--- config.mk ---
export PLATFORM = sky130hd
export DESIGN_NAME = eth_rx_frame_ctrl
export DESIGN_NICKNAME = d
export VERILOG_FILES = /design/src/rtl/eth_rx_frame_ctrl.sv
export SDC_FILE = /design/constraint.sdc
export NUM_CORES = 1
export LEC_CHECK = 0
export CAP_MARGIN = 20
export CORE_ASPECT_RATIO = 0.75
export CORE_MARGIN = 2
export CORE_UTILIZATION = 54
export DETAILED_ROUTE_END_ITERATION = 10
export PLACE_DENSITY = 0.8
export SYNTH_ARGS = -nofsm -noshare
export SYNTH_HDL_FRONTEND = slang
export SYNTH_SLANG_ARGS = --single-unit
--- constraint.sdc ---
create_clock -name clkIn -period 3.2 [get_ports clkIn]
set_clock_uncertainty 0.15 [all_clocks]
set_input_delay 0.32 -clock clkIn [delete_from_list [all_inputs] [get_ports clkIn]]
set_output_delay 0.32 -clock clkIn [all_outputs]
set_load 0.01 [all_outputs]
--- src/rtl/eth_rx_frame_ctrl.sv ---
// Receive frame sequencer: strips preamble/SFD, parses MAC header and EtherType,
// forwards payload with SOF and keeps frame/drop statistics. Optional: RX_MAC_FILTER_EN.
module eth_rx_frame_ctrl #(
    parameter int unsigned GAP_CYCLES  = 8,
    parameter int unsigned MAX_PAYLOAD = 1504,
    parameter int unsigned MIN_PAYLOAD = 46,
    parameter logic [47:0] LOCAL_MAC   = 48'h02_00_00_00_00_01
) (
    input  logic        clkIn,
    input  logic        rstIn,
    input  logic [7:0]  rxDataIn,
    input  logic        rxDataValidIn,
    output logic [7:0]  payloadDataOut,
    output logic        payloadValidOut,
    output logic        payloadSofOut,
    output logic        frameDoneOut,
    output logic        frameErrOut,
    output logic [15:0] etherTypeOut,
    output logic [10:0] payloadLenOut,
    output logic [15:0] frameCntOut,
    output logic [15:0] dropCntOut
);

    if (GAP_CYCLES < 3 || GAP_CYCLES > 255 || LOCAL_MAC[40]) begin : g_bad_param
        $error("eth_rx_frame_ctrl: GAP_CYCLES out of 3..255 or LOCAL_MAC is a group address");
    end

    typedef enum logic [2:0] {
        IDLE, PREAMBLE, DST_MAC, SRC_MAC, ETYPE, PAYLOAD, DROP
    } state_t;

    localparam logic [7:0]  GAP_LAST = 8'(GAP_CYCLES - 1);
    localparam logic [10:0] MAX_LEN  = 11'(MAX_PAYLOAD);
    localparam logic [10:0] MIN_LEN  = 11'(MIN_PAYLOAD);

    state_t      state;
    logic [7:0]  gap_cnt;
    logic [2:0]  pre_cnt;
    logic [2:0]  hdr_cnt;
    logic [7:0]  etype_hi;
    logic [10:0] pay_cnt;
    logic        ovf_drop;
    logic        gap_expired;
`ifdef RX_MAC_FILTER_EN
    // Only the first five octets are stored; the sixth is compared as it arrives.
    logic [39:0] dst_mac;
`endif

    assign gap_expired = (state != IDLE) && !rxDataValidIn && (gap_cnt == GAP_LAST);

    function automatic logic [15:0] sat_inc(input logic [15:0] v);
        return (v == 16'hFFFF) ? v : v + 16'd1;
    endfunction

    always_ff @(posedge clkIn) begin
        if (rstIn) begin
            state           <= IDLE;
            gap_cnt         <= '0;
            pre_cnt         <= '0;
            hdr_cnt         <= '0;
            etype_hi        <= '0;
            pay_cnt         <= '0;
            ovf_drop        <= 1'b0;
            payloadDataOut  <= '0;
            payloadValidOut <= 1'b0;
            payloadSofOut   <= 1'b0;
            frameDoneOut    <= 1'b0;
            frameErrOut     <= 1'b0;
            etherTypeOut    <= '0;
            payloadLenOut   <= '0;
            frameCntOut     <= '0;
            dropCntOut      <= '0;
`ifdef RX_MAC_FILTER_EN
            dst_mac         <= '0;
`endif
        end else begin
            payloadValidOut <= 1'b0;
            payloadSofOut   <= 1'b0;
            frameDoneOut    <= 1'b0;
            frameErrOut     <= 1'b0;

            if (state == IDLE || rxDataValidIn || gap_expired) gap_cnt <= '0;
            else                                              gap_cnt <= gap_cnt + 8'd1;

            if (gap_expired) begin
                state <= IDLE;
                unique case (state)
                    PAYLOAD: begin
                        if (pay_cnt >= MIN_LEN) begin
                            frameDoneOut  <= 1'b1;
                            payloadLenOut <= pay_cnt;
                            frameCntOut   <= sat_inc(frameCntOut);
                        end else begin
                            frameErrOut <= 1'b1;
                            dropCntOut  <= sat_inc(dropCntOut);
                        end
                    end
                    PREAMBLE, DST_MAC, SRC_MAC, ETYPE: begin
                        frameErrOut <= 1'b1;
                        dropCntOut  <= sat_inc(dropCntOut);
                    end
                    // An overflow was already counted when it happened.
                    DROP: if (!ovf_drop) dropCntOut <= sat_inc(dropCntOut);
                    default: ;
                endcase
            end else if (rxDataValidIn) begin
                unique case (state)
                    IDLE: begin
                        ovf_drop <= 1'b0;
                        if (rxDataIn == 8'h55) begin
                            state   <= PREAMBLE;
                            pre_cnt <= 3'd1;
                        end else begin
                            state <= DROP;
                        end
                    end
                    PREAMBLE: begin
                        if (rxDataIn == 8'h55) begin
                            if (pre_cnt == 3'd7) state <= DROP;
                            else                 pre_cnt <= pre_cnt + 3'd1;
                        end else if (rxDataIn == 8'hD5) begin
                            state   <= DST_MAC;
                            hdr_cnt <= '0;
                        end else begin
                            state <= DROP;
                        end
                    end
                    DST_MAC: begin
`ifdef RX_MAC_FILTER_EN
                        dst_mac <= {dst_mac[31:0], rxDataIn};
`endif
                        hdr_cnt <= hdr_cnt + 3'd1;
                        if (hdr_cnt == 3'd5) begin
                            hdr_cnt <= '0;
`ifdef RX_MAC_FILTER_EN
                            if ({dst_mac, rxDataIn} == LOCAL_MAC || {dst_mac, rxDataIn} == '1)
                                state <= SRC_MAC;
                            else
                                state <= DROP;
`else
                            state <= SRC_MAC;
`endif
                        end
                    end
                    SRC_MAC: begin
                        hdr_cnt <= hdr_cnt + 3'd1;
                        if (hdr_cnt == 3'd5) begin
                            hdr_cnt <= '0;
                            state   <= ETYPE;
                        end
                    end
                    ETYPE: begin
                        if (hdr_cnt == 3'd0) begin
                            etype_hi <= rxDataIn;
                            hdr_cnt  <= 3'd1;
                        end else begin
                            etherTypeOut <= {etype_hi, rxDataIn};
                            pay_cnt      <= '0;
                            state        <= PAYLOAD;
                        end
                    end
                    PAYLOAD: begin
                        if (pay_cnt == MAX_LEN) begin
                            frameErrOut <= 1'b1;
                            dropCntOut  <= sat_inc(dropCntOut);
                            ovf_drop    <= 1'b1;
                            state       <= DROP;
                        end else begin
                            payloadDataOut  <= rxDataIn;
                            payloadValidOut <= 1'b1;
                            payloadSofOut   <= (pay_cnt == '0);
                            pay_cnt         <= pay_cnt + 11'd1;
                        end
                    end
                    DROP: ;
                    default: state <= IDLE;
                endcase
            end
        end
    end

endmodule

==> out/results.ini, run 1 <==
[finish]
final_cell_mix = dfxtp_1, nand2_1, clkdlybuf4s50_1
diodes = 0

[synthesis]
syn_area_um2 = 5100
synth_cell_type_count = 62
synthArstFlopShare_pct = 0
synth_area_per_cell_um2 = 8.24
mux_area_share_pct = 3.73

[placed_design]
hpwl_um = 8550
placed_area_um2 = 5980

[floorplanning]
die_area_um2 = 10300
die_width_um = 116
fp-utilization_pct = 56.0

[worst_hold_path]
hold_depth = 1
hold_start = gap_cnt[0]
worstHoldPathType = register to register

[flow_run]
warning_count = 28

[clock_tree]
cts_resized = 0
clkTransAtPathRegs_ns = 0.07
cts_tree = built

[global_route]
grtUsageMet3_pct = 5.05
grt_busiest_layer = met2
use_met1_pct = 34.1
globalRouteMet2Util_pct = 38.8
grt_pass1_wl_um = 20100

[power_and_ir_drop]
power-top-group = sequential cells
p_leak_uw = 0.00214

[setup_path]
critPathCaptureType = register
crit_type = register to register
path_cells = inv_1 -> ha_1 -> nor4b_2 -> nand4_1 -> o21ai_0 -> o211ai_1 -> or4_1 -> a21oi_1

[detailed_routing]
wl_met3_um = 625
routed.top_layer = met4
first_pass_iters = 6

[final_timing]
fmax_mhz = 346
timing.final.max_slew_violations = 0

[run_status]
outcome = completed

-- run 1: per-stage QoR --
step	setup slack [ns]	instances	total power (µW)
floorplan	0.944	619	1700
global placement	0.373	803	1790
detailed placement	0.233	803	1800
CTS	0.372	819	3010
global route	0.0560	819	3120
finish	0.307	819	2990
-- run 1: cell type report --
class | count | share of cell area [%]
multi-input cells | 465 | 43.3
flip-flops and latches | 108 | 34.2
repair buffers | 92 | 14.1
clock buffers | 10 | 3.78
well taps | 128 | 2.54
clock inverters | 6 | 1.45
inverters | 10 | 0.594
-- run 1: synthesized netlist by cell type (all sizes together), types with 2 or more instances --
| library cell | n | area [µm²] |
|---|---|---|
| nor4 | 7 | 65.1 |
| nand2b | 7 | 43.8 |
| or2 | 3 | 18.8 |
| o21ai | 17 | 85.1 |
| mux2i | 10 | 100 |
| nor3 | 17 | 85.1 |
| a31oi | 3 | 18.8 |
| or4b | 3 | 30.0 |
| xnor2 | 3 | 26.3 |
| inv | 10 | 37.5 |
| and2 | 2 | 15.0 |
| a211oi | 4 | 42.5 |
| nand4 | 14 | 87.6 |
| nand4bb | 2 | 22.5 |
| clkbuf | 22 | 82.6 |
| nand3b | 3 | 22.5 |
| a311oi | 2 | 23.8 |
| a21oi | 70 | 350 |
| buf | 14 | 85.1 |
| nor2 | 55 | 206 |
| nor4b | 3 | 32.5 |
| o41ai | 2 | 17.5 |
| ha | 8 | 100 |
| nand4b | 2 | 17.5 |
| nand2 | 93 | 354 |
| or4 | 14 | 105 |
| xor2 | 13 | 114 |
| and4 | 4 | 35.0 |
| or3 | 12 | 80.1 |
| nor2b | 10 | 62.6 |
| or3b | 2 | 17.5 |
| dfxtp | 108 | 2160 |
| and3 | 11 | 68.8 |
| nand3 | 36 | 185 |
| mux2 | 8 | 90.1 |
| o31ai | 13 | 97.6 |
==> run_1/layer_met2.png <==
Scale bar: 20 µm.
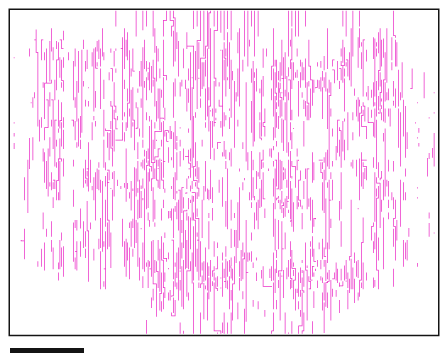
590 nets have wire on it. The layer carries 5650 µm of wire. The wires run mostly vertical.

==> run_1/placement.png <==
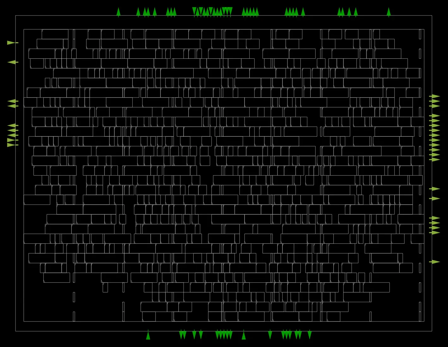
fill cell count: 749
tapcell count: 128
FFs & Latches: 108
num rows: 30
Core ar.: 9120 µm²

==> run_1/wires.png <==
Two of the layers only.
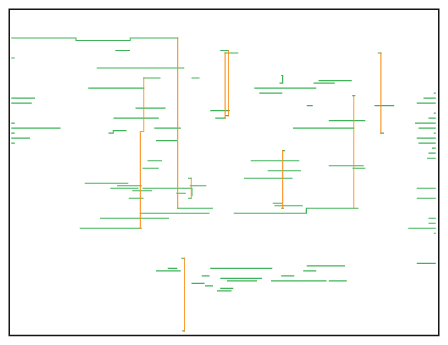
metal 3: marked green, wire length 625 µm. metal 4: marked orange, wire length 217 µm.

==> run_1/flops_by_reg.png <==
Other sequential cells in the stronger grey, the rest of the logic in the fainter grey.
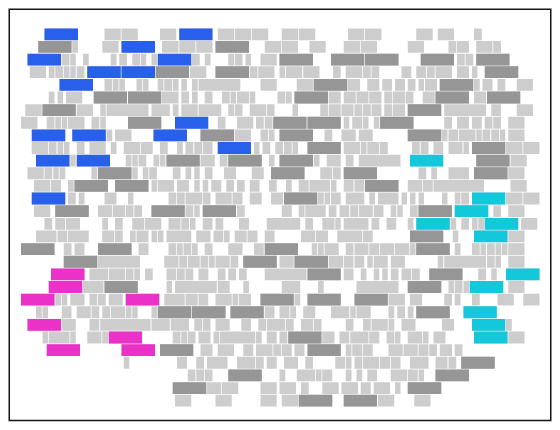
payloadLenOut: marked cyan, placed flops 11, where right middle. gap_cnt: marked magenta, placed flops 8, where bottom left. etherTypeOut: marked blue, placed flops 16, where top left.
Another 73 sequential cells are not coloured.

==> run_1/io_fan.png <==
Scale bar: 20 µm.
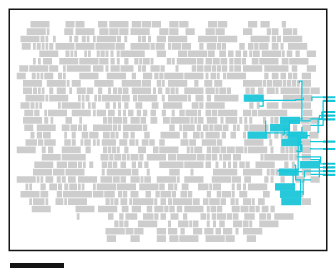

==> inputs of run 2 (changes only) <==
--- a/config.mk
+++ b/config.mk
@@ -5,10 +5,12 @@
 export SDC_FILE = /design/constraint.sdc
 export NUM_CORES = 1
 export LEC_CHECK = 0
+export ABC_AREA = 1
 export CAP_MARGIN = 20
 export CORE_ASPECT_RATIO = 0.75
 export CORE_MARGIN = 2
 export CORE_UTILIZATION = 54
+export CTS_CLUSTER_SIZE = 30
 export DETAILED_ROUTE_END_ITERATION = 10
 export PLACE_DENSITY = 0.8
 export SYNTH_ARGS = -nofsm -noshare
==> run_2/io_fan.png <==
Scale bar: 20 µm.
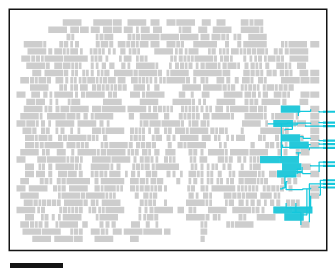
payloadLenOut: marked cyan, bits 11, direction output, end cells 11, buffers 11, wire 206 µm.

==> run_2/wires.png <==
Two of the layers only.
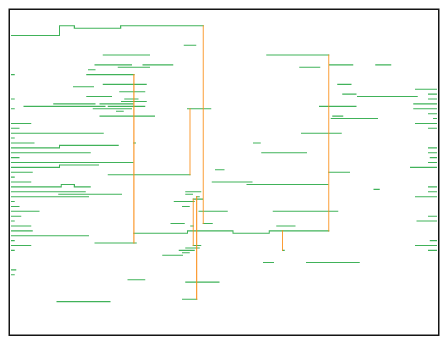
metal 4: marked orange, wire length 216 µm. metal 3: marked green, wire length 989 µm.

==> run 2 against run 1 <==
Net effect: routed wire length is 11% higher; sequential power is 4% higher; critical path depth increased by 2; largest cell class unchanged.
==> out/results.ini, run 2 <==
[run_status]
outcome = completed

[worst_hold_path]
hold_depth = 1  ; unchanged
hold_start = gap_cnt[0]

[flow_run]
warning_count = 28  ; unchanged

[setup_path]
critPathCaptureType = register
start_kind = register
crit_type = register to register

[final_timing]
fmax_mhz = 387  ; +12%

[clock_tree]
clkTransAtPathRegs_ns = 0.07  ; about the same
cts_tree = built

[global_route]
grt_pass1_vias = 4831
grt_pass1_wl_um = 22600  ; +12%
overflow = 0

[floorplanning]
fp-utilization_pct = 55.7  ; -0.29 points
die_area_um2 = 10800  ; +5.1%
core_area_um2 = 9660  ; +5.9%

[synthesis]
synth_area_per_cell_um2 = 7.06  ; -14%
syn_area_um2 = 5380  ; +5.3%
top_area_cell = dfxtp_1
yosysCellCount = 762
synth_cell_type_count = 37  ; -40%
yosys-top-cells-area = dfxtp_1, nand2_1, a21oi_1, nand3_1, nor2_1
synthArstFlopShare_pct = 0  ; unchanged
top_cell = nand2_1

[power_and_ir_drop]
p_total_uw = 3210  ; +7.2%
p_leak_uw = 0.00235  ; +9.6%

[placed_design]
port_buffers = 81
place_inst = 952  ; +19%
hpwl_um = 9570  ; +12%

[finish]
drive_above_1_share_pct = 6.59
fin_cells = 966  ; +18%
final_cell_mix = nand2_1, dfxtp_1, nor2_1

[detailed_routing]
first_iter_violations = 515
first_pass_iters = 5  ; -1
antenna_left = 0

==> run_2/layer_met2.png <==
Scale bar: 20 µm.
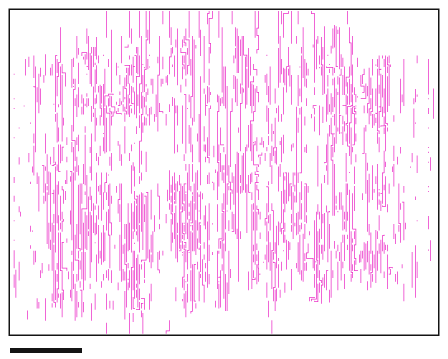
697 nets have wire on it. The longest straight run is 35.7 µm. The wires run mostly vertical.

## run 2: cell count changes after synthesis, sizes merged, moves of 13 or more
cell   change
inv       +50
nand2     +87
nand3     +46
nor2      +46
o21ai     +19
o31ai     -13
or4       -14
## run 2: report_power, final
part	switching (µW)	internal, µW
Sequential	59.9	1410
Combinational	462	193
Clock	491	595
## run 2: routing by layer
metal	track usage, %	vias to the layer above	share of wire [%]
met1	33.0	2452	46
met3	6.57	18	7.3
met4	8.73	0	1.6
li1	-	2643	-
met5	0	-	0
met2	41.5	187	45
## run 2: critical path, stage by stage (launching register included)
cell	delay, ns
dfxtp_1	0.39
inv_1	0.14
ha_1	0.22
nand2_1	0.06
nor2_1	0.06
nand3_1	0.15
o21ai_1	0.07
nor2_1	0.55
inv_1	0.37
o21ai_0	0.24
a21oi_1	0.06
## run 2: per-stage QoR
stage | hold WS [ns] | utilization (%) | cell area (µm²) | setup WS (ns)
floorplan | 0.268 | - | 5380 | 1.36
CTS | 0.305 | 67.3 | 6500 | 0.697
global placement | 0.278 | 64.4 | 6220 | 0.674
finish | 0.302 | 67.3 | 6500 | 0.619
global route | 0.340 | 67.3 | 6500 | 0.469
detailed placement | 0.292 | 64.4 | 6220 | 0.585
## run 2: logic make-up after synthesis
family,count (synthesis),synth area share (%)
AOI/OAI and AO/OA,122,11.5
xor gates and xnor gates,31,5.05
adders and majority gates,8,1.86
buffers and inverters,89,7.40
DFF,108,40.2
and+or+nand+nor,404,34.0
## run 2: area by class of cell
cell class / instances / area [µm²]
well taps: 132 / 165
inverters: 61 / 231
repair buffers: 86 / 843
clock buffers: 9 / 225
fillers: 815 / 3160
multi-input cells: 565 / 2820
clock inverters: 5 / 55.1
flip-flops and latches: 108 / 2160
Power is estimated from default activity; no workload was simulated.
